===== src/rtl/led_scan_if.sv =====
// -----------------------------------------------------------------------------
// led_scan_if
// Groups the CPU-side load/brightness controls and the LED-side scan outputs
// of led_scan_driver into one bundle.
//
// Optional feature macro: LED_SCAN_BLINK_EN (adds blink_mask).
//
// Signals
//   load        1           capture strobe for load_data
//   load_data   8*DIGITS    byte d = load_data[8d+7:8d], 1 = LED lit
//   brightness  PWM_BITS    PWM duty, 0 = dark
//   blink_mask  DIGITS      (LED_SCAN_BLINK_EN only) digits that blink
//   seg_out     8           active-high segment data
//   digit_sel   DIGITS      one-hot active-high digit enable
//   frame_done  1           one-cycle pulse after the last digit slot
//
// Modports: master = controller/CPU side, slave = led_scan_driver.
// -----------------------------------------------------------------------------
interface led_scan_if #(
   parameter int DIGITS   = 4,
   parameter int PWM_BITS = 4
);
   logic                  load;
   logic [8*DIGITS-1:0]   load_data;
   logic [PWM_BITS-1:0]   brightness;
   logic [7:0]            seg_out;
   logic [DIGITS-1:0]     digit_sel;
   logic                  frame_done;
`ifdef LED_SCAN_BLINK_EN
   logic [DIGITS-1:0]     blink_mask;

   modport master (output load, load_data, brightness, blink_mask,
                   input  seg_out, digit_sel, frame_done);
   modport slave  (input  load, load_data, brightness, blink_mask,
                   output seg_out, digit_sel, frame_done);
`else
   modport master (output load, load_data, brightness,
                   input  seg_out, digit_sel, frame_done);
   modport slave  (input  load, load_data, brightness,
                   output seg_out, digit_sel, frame_done);
`endif
endinterface


===== src/rtl/led_scan_driver.sv =====
// -----------------------------------------------------------------------------
// led_scan_driver
// Time-multiplexed LED display driver feeding inverting octal LED buffers.
// Display data is loaded into a shadow register and copied to the active
// register only at the frame wrap, so a frame never shows mixed data. Each
// digit gets a SCAN_DIV-cycle slot; the first PWM period of every slot is
// blanked (anti-ghosting), after that segments are PWM-dimmed by brightness.
// All outputs are registered and active-high.
//
// Optional feature macro: LED_SCAN_BLINK_EN adds bus.blink_mask and a 5-bit
// frame counter; masked digits are dark while frame_cnt[4] is set
// (16 frames on, 16 frames off).
//
// Parameters
//   DIGITS    number of digits (2..8)
//   SCAN_DIV  clk cycles per digit slot (multiple of 2**PWM_BITS, >= 2*2**PWM_BITS)
//   PWM_BITS  brightness resolution
//
// Ports
//   clk    system clock, rising edge
//   rst_n  asynchronous active-low reset
//   bus    led_scan_if.slave (load, load_data, brightness, [blink_mask],
//          seg_out, digit_sel, frame_done); bus parameters must match.
// -----------------------------------------------------------------------------
module led_scan_driver #(
   parameter int DIGITS   = 4,
   parameter int SCAN_DIV = 1024,
   parameter int PWM_BITS = 4
) (
   input  logic       clk,
   input  logic       rst_n,
   led_scan_if.slave  bus
);
   localparam int PWM_PERIOD = 2 ** PWM_BITS;
   localparam int CNT_W      = $clog2(SCAN_DIV);
   localparam int DIG_W      = $clog2(DIGITS);

   if (DIGITS < 2 || DIGITS > 8 || PWM_BITS < 1 ||
       SCAN_DIV < 2 * PWM_PERIOD || (SCAN_DIV % PWM_PERIOD) != 0) begin : g_bad_param
      $fatal(1, "led_scan_driver: illegal DIGITS/SCAN_DIV/PWM_BITS");
   end

   logic [CNT_W-1:0]       div_cnt;
   logic [DIG_W-1:0]       digit;
   logic [DIGITS-1:0][7:0] shadow;
   logic [DIGITS-1:0][7:0] active;
   logic                   slot_end;
   logic                   frame_wrap;
   logic                   on;
`ifdef LED_SCAN_BLINK_EN
   logic [4:0]             frame_cnt;
`endif

   assign slot_end   = (div_cnt == CNT_W'(SCAN_DIV - 1));
   assign frame_wrap = slot_end && (digit == DIG_W'(DIGITS - 1));

   // Output enable for the current state: PWM duty, minus the dead-time
   // period at the start of each slot, minus blinking digits.
   // NOTE: assign a default first so every path drives 'on' and no latch is inferred.
   always_comb begin
      on = (div_cnt[PWM_BITS-1:0] < bus.brightness) &&
           (div_cnt >= CNT_W'(PWM_PERIOD));
`ifdef LED_SCAN_BLINK_EN
      if (bus.blink_mask[digit] && frame_cnt[4]) on = 1'b0;
`endif
   end

   // NOTE: sequential state uses non-blocking assignments so every register
   // samples the pre-edge values, independent of statement order.
   always_ff @(posedge clk or negedge rst_n) begin
      if (!rst_n) begin
         div_cnt        <= '0;
         digit          <= '0;
         // NOTE: the display registers are reset on purpose so a reset
         // always clears the display; they are flops, not RAM.
         shadow         <= '0;
         active         <= '0;
         bus.seg_out    <= '0;
         bus.digit_sel  <= '0;
         bus.frame_done <= 1'b0;
`ifdef LED_SCAN_BLINK_EN
         frame_cnt      <= '0;
`endif
      end else begin
         div_cnt <= slot_end ? '0 : div_cnt + CNT_W'(1);
         if (slot_end)
            digit <= (digit == DIG_W'(DIGITS - 1)) ? '0 : digit + DIG_W'(1);

         if (bus.load) shadow <= bus.load_data;

         // A load in the wrap cycle bypasses the shadow so it shows without
         // a frame of lag.
         if (frame_wrap) active <= bus.load ? bus.load_data : shadow;

`ifdef LED_SCAN_BLINK_EN
         if (frame_wrap) frame_cnt <= frame_cnt + 5'd1;
`endif

         bus.frame_done <= frame_wrap;
         bus.seg_out    <= on ? active[digit] : 8'h00;
         bus.digit_sel  <= on ? (DIGITS'(1) << digit) : '0;
      end
   end
endmodule


===== src/flat_wrapper.sv =====
// flat-port wrapper written by rule: the top's interface ports become plain ports
module led_scan_driver_flat 
#(
   parameter int DIGITS   = 4,
   parameter int SCAN_DIV = 1024,
   parameter int PWM_BITS = 4
)
  (clk, rst_n, bus_load, bus_load_data, bus_brightness, bus_seg_out, bus_digit_sel, bus_frame_done);
  led_scan_if #(.DIGITS(DIGITS), .PWM_BITS(PWM_BITS)) bus_i ();
  input  logic clk;
  input  logic rst_n;
  input wire logic [$bits(bus_i.load)-1:0] bus_load;
  input wire logic [$bits(bus_i.load_data)-1:0] bus_load_data;
  input wire logic [$bits(bus_i.brightness)-1:0] bus_brightness;
  output wire logic [$bits(bus_i.seg_out)-1:0] bus_seg_out;
  output wire logic [$bits(bus_i.digit_sel)-1:0] bus_digit_sel;
  output wire logic [$bits(bus_i.frame_done)-1:0] bus_frame_done;
  assign bus_i.load = bus_load;
  assign bus_i.load_data = bus_load_data;
  assign bus_i.brightness = bus_brightness;
  assign bus_seg_out = bus_i.seg_out;
  assign bus_digit_sel = bus_i.digit_sel;
  assign bus_frame_done = bus_i.frame_done;
  led_scan_driver #(.DIGITS(DIGITS), .SCAN_DIV(SCAN_DIV), .PWM_BITS(PWM_BITS)) u_core (.clk(clk), .rst_n(rst_n), .bus(bus_i));
endmodule

===== config.mk =====
export PLATFORM = sky130hd
export DESIGN_NAME = led_scan_driver_flat
export DESIGN_NICKNAME = d
export VERILOG_FILES = /design/src/rtl/led_scan_if.sv /design/src/rtl/led_scan_driver.sv /design/src/flat_wrapper.sv
export SDC_FILE = /design/constraint.sdc
export NUM_CORES = 1
export LEC_CHECK = 0
export CAP_MARGIN = 25
export CORE_AREA = 2 2 92 94
export DETAILED_ROUTE_END_ITERATION = 16
export DIE_AREA = 0 0 94 96
export GPL_TIMING_DRIVEN = 0
export PLACE_DENSITY = 0.84
export SYNTH_ARGS = -nofsm -noshare
export SYNTH_HDL_FRONTEND = slang
export SYNTH_SLANG_ARGS = --single-unit

===== constraint.sdc =====
create_clock -name clk -period 1.9 [get_ports clk]
set_clock_uncertainty 0.2 [all_clocks]
set_input_delay 0.38 -clock clk [delete_from_list [all_inputs] [get_ports clk]]
set_output_delay 0.38 -clock clk [all_outputs]
set_load 0.1 [all_outputs]

**Clock nets**

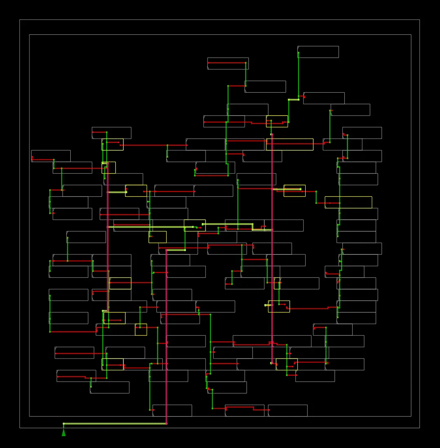
Power Clock: 1460 uW
clock tree sinks: 89
Skew-Pair Late Insertion Delay: 360 ps
number of clock buffers inserted by TritonCTS: 9

**Sequential cells colored by netlist name**

The bar under the picture is 20 um long.
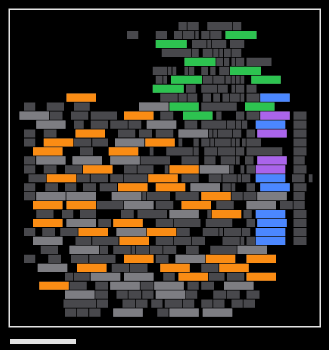
orange -> `u_core.active`  # sequential cells 32
blue -> `u_core.bus.seg_out`  # sequential cells 8
purple -> `u_core.bus.digit_sel`  # sequential cells 4, where east
green -> `u_core.div_cnt`  # sequential cells 10
register area: 0.00223 sq mm
sequential portion of the cell area: 44.5%
post-layout utilization of the core: 62.4%
Seq. pwr: 1980 uW

**Pin placement**

The bar under the picture is 20 um long. Pins as bars across the die edge, other pins in gray.
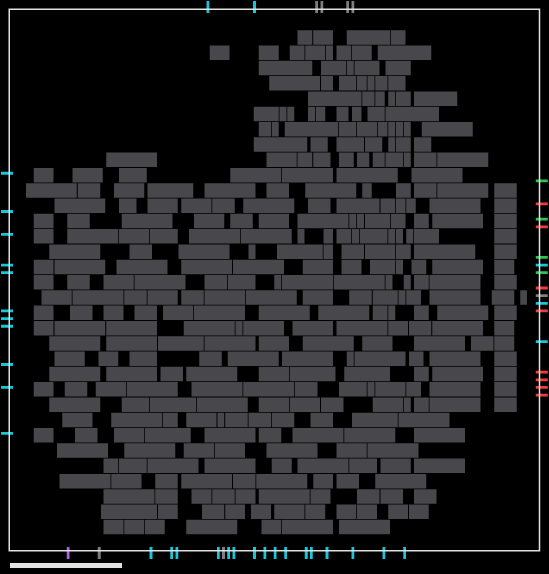
cyan -> `bus_load_data`  # pins 32, direction input, edge 16 south, 11 west, 3 east, 2 north
green -> `bus_digit_sel`  # pins 4, direction output, edge east
purple -> `clk`  # pins 1, direction input, edge south
red -> `bus_seg_out`  # pins 8, direction output, edge east
all pins by edge = 19 south, 16 east, 11 west, 6 north
Port Buffers: 50
Die W: 94 um
vertical die dimension: 96 um

**Layout detail**

The bar under the picture is 20 um long. Region (22, 42) to (72, 92) um. Cells in gray, sequential cells in the stronger gray; small squares are vias.
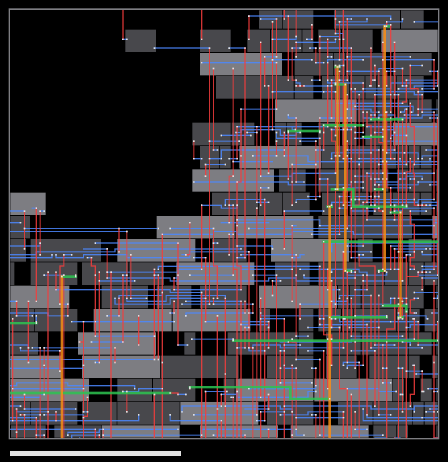
orange -> met4
green -> met3
red -> met2
blue -> met1
cells with their middle in the window = 140
most frequent = dfrtp_1 (19), inv_1 (16), mux2_4 (10)
netlist names of flops here include = `u_core.active` (9), `u_core.div_cnt` (8), `u_core.shadow` (6)
sequential cells in the window = 25

**Met1 routing**

The bar under the picture is 20 um long.
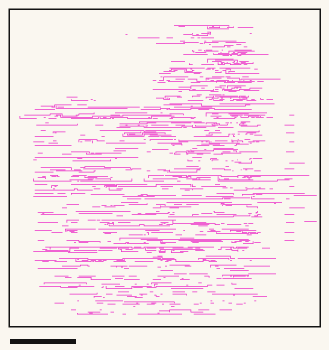
share of all routed wire = 43%
main direction = horizontal
longest straight run = 32.7 um
nets with wire on the layer = 337
Total Wirelength: 7.93 mm
number of vias in the routed layout: 2335

==> results.cfg <==
; synthesis and place-and-route metrics
[status]
outcome = finished, violations left
violations = negative setup slack

[layout]
layout.cells.most_common_list = 83 x sky130_fd_sc_hd__dfrtp_1, 36 x sky130_fd_sc_hd__clkdlybuf4s50_1, 32 x sky130_fd_sc_hd__mux2_4

[logic_synthesis]
synth_nets = 303
avgSynthCellArea_sq_um = 14.9
ys.warnings.count = 0
edff_count_synth = 0

[final_timing]
worst_slew_pin_slew_ps = 676
rsz0062_at_grt = true
clock_period_minus_final_worst_setup_slack_ps = 1990
setup-violations-final = 44
post-route-period-util_pct = 104
layout_setup_ws_ps = -85.4

[critical_path]
worst_path_largest_cell_delay_ps = 410
crit_path_end_kind = flip-flop
critical_path.slowest_cell = sky130_fd_sc_hd__dfrtp_1
critical_path_buf_inv_count = 3
critical_path.cell_chain = ha_2 -> inv_2 -> nor4_4 -> buf_6 -> clkbuf_16 -> mux2_4
critPathTopFamily = buffers and inverters
arrival_time_reported_for_the_critical_path_endpoint_ps = 2030
path_max_fanout = 6

[global_route]
grt_usage_pct = 18.2
grt_start_max_net_pins = 61
wire_length_of_the_first_global_routing_pass_mm = 12.2
grt.overflow.total = 0

[routing]
post-route-drc-count = 0
first_iter_violations = 135

[floorplanning]
fp.coreArea_sq_mm = 0.00805
io_pins = 52
floorplan.initialDensity_pct = 47.3
std_cell_rows = 33

[cts]
htreeDepth = 3

[pwr]
power.density_cell_area_mw_per_mm2 = 736

[job]
drv.max_cap_violation_count = 0

[hold_path]
path_type_of_the_worst_min_delay_path = input pin to asynchronous set/reset pin
state kept, by name (all words and copies together), names as in the netlist:
register,flops
u_core.div_cnt,10
u_core.active,32
u_core.bus.frame_done,1
u_core.bus.digit_sel,4
u_core.bus.seg_out,8
u_core.shadow,32
u_core.digit,2
per-layer routing:
metal	vias to the layer above	share of wire (%)	wire length (um)	global-route usage, %
li1	1056	-	-	-
met1	1177	43	3370	23.3
met2	77	50	3970	29.8
met3	25	4.0	319	3.60
met4	0	3.3	263	9.66
met5	-	0	0	0
worst register-to-register path: stages (launching register included):
cell and delay [ps]:
sky130_fd_sc_hd__dfrtp_1 410, sky130_fd_sc_hd__ha_2 220, sky130_fd_sc_hd__inv_2 50, sky130_fd_sc_hd__nor4_4 290, sky130_fd_sc_hd__buf_6 210, sky130_fd_sc_hd__clkbuf_16 180
sky130_fd_sc_hd__mux2_4 310
cell families after synthesis:
family | count (synthesis) | share of synthesized area (%)
buffers and inverters | 33 | 3.94
AOI/OAI and AO/OA | 20 | 3.94
adders and majority gates | 9 | 2.96
and+or+nand+nor | 25 | 4.30
muxes | 74 | 25.2
xor gates and xnor gates | 5 | 1.15
DFF | 89 | 58.5
Yosys cell counts, types with 4 or more instances:
| library cell | number | area [sq um] |
|---|---|---|
| sky130_fd_sc_hd__ha_1 | 9 | 113 |
| sky130_fd_sc_hd__nor2_1 | 5 | 18.8 |
| sky130_fd_sc_hd__inv_1 | 21 | 78.8 |
| sky130_fd_sc_hd__mux2_1 | 7 | 78.8 |
| sky130_fd_sc_hd__clkbuf_1 | 4 | 15.0 |
| sky130_fd_sc_hd__nand3_1 | 5 | 25.0 |
| sky130_fd_sc_hd__mux4_2 | 8 | 180 |
| sky130_fd_sc_hd__xor2_1 | 4 | 35.0 |
| sky130_fd_sc_hd__mux2_4 | 10 | 150 |
| sky130_fd_sc_hd__mux2_2 | 49 | 552 |
| sky130_fd_sc_hd__dfrtp_1 | 89 | 2230 |
| sky130_fd_sc_hd__a211oi_1 | 12 | 90.1 |
power by group:
part / internal (uW) / total (uW) / switching [uW] / leakage [uW]
combinational: 142 / 261 / 119 / 0.00101
clock: 788 / 1460 / 672 / 0.000112
sequential: 1960 / 1980 / 18.0 / 0.00115
stage by stage:
stage | instances | cell area [sq um] | setup WS [ps]
5_1_grt | 440 | 5020 | -135
3_5_place_dp | 411 | 4490 | -362
2_1_floorplan | 255 | 3830 | -22.3
6_report | 440 | 5020 | -85.4
4_1_cts | 435 | 4850 | -29.3
3_3_place_gp | 410 | 4460 | -2730
final cells by class:
type	count	area, sq um	area share (%)
Buffer	12	106	2.12
Clock inverter	5	87.6	1.74
Clock buffer	11	141	2.81
Multi-Input combinational cell	133	1560	31.0
Inverter	21	78.8	1.57
Timing Repair Buffer	64	684	13.6
Tap cell	105	131	2.62
Sequential cell	89	2230	44.5
timing repair:
action	4_1_cts	5_1_grt
hold buffers	1	0
cloned	0	2
gates resized	56	32
buffers inserted	7	3
hold endpoints to repair	29	0
pin swaps	2	2
setup endpoints to repair	61	44
Power and IR drop assume default switching activity.
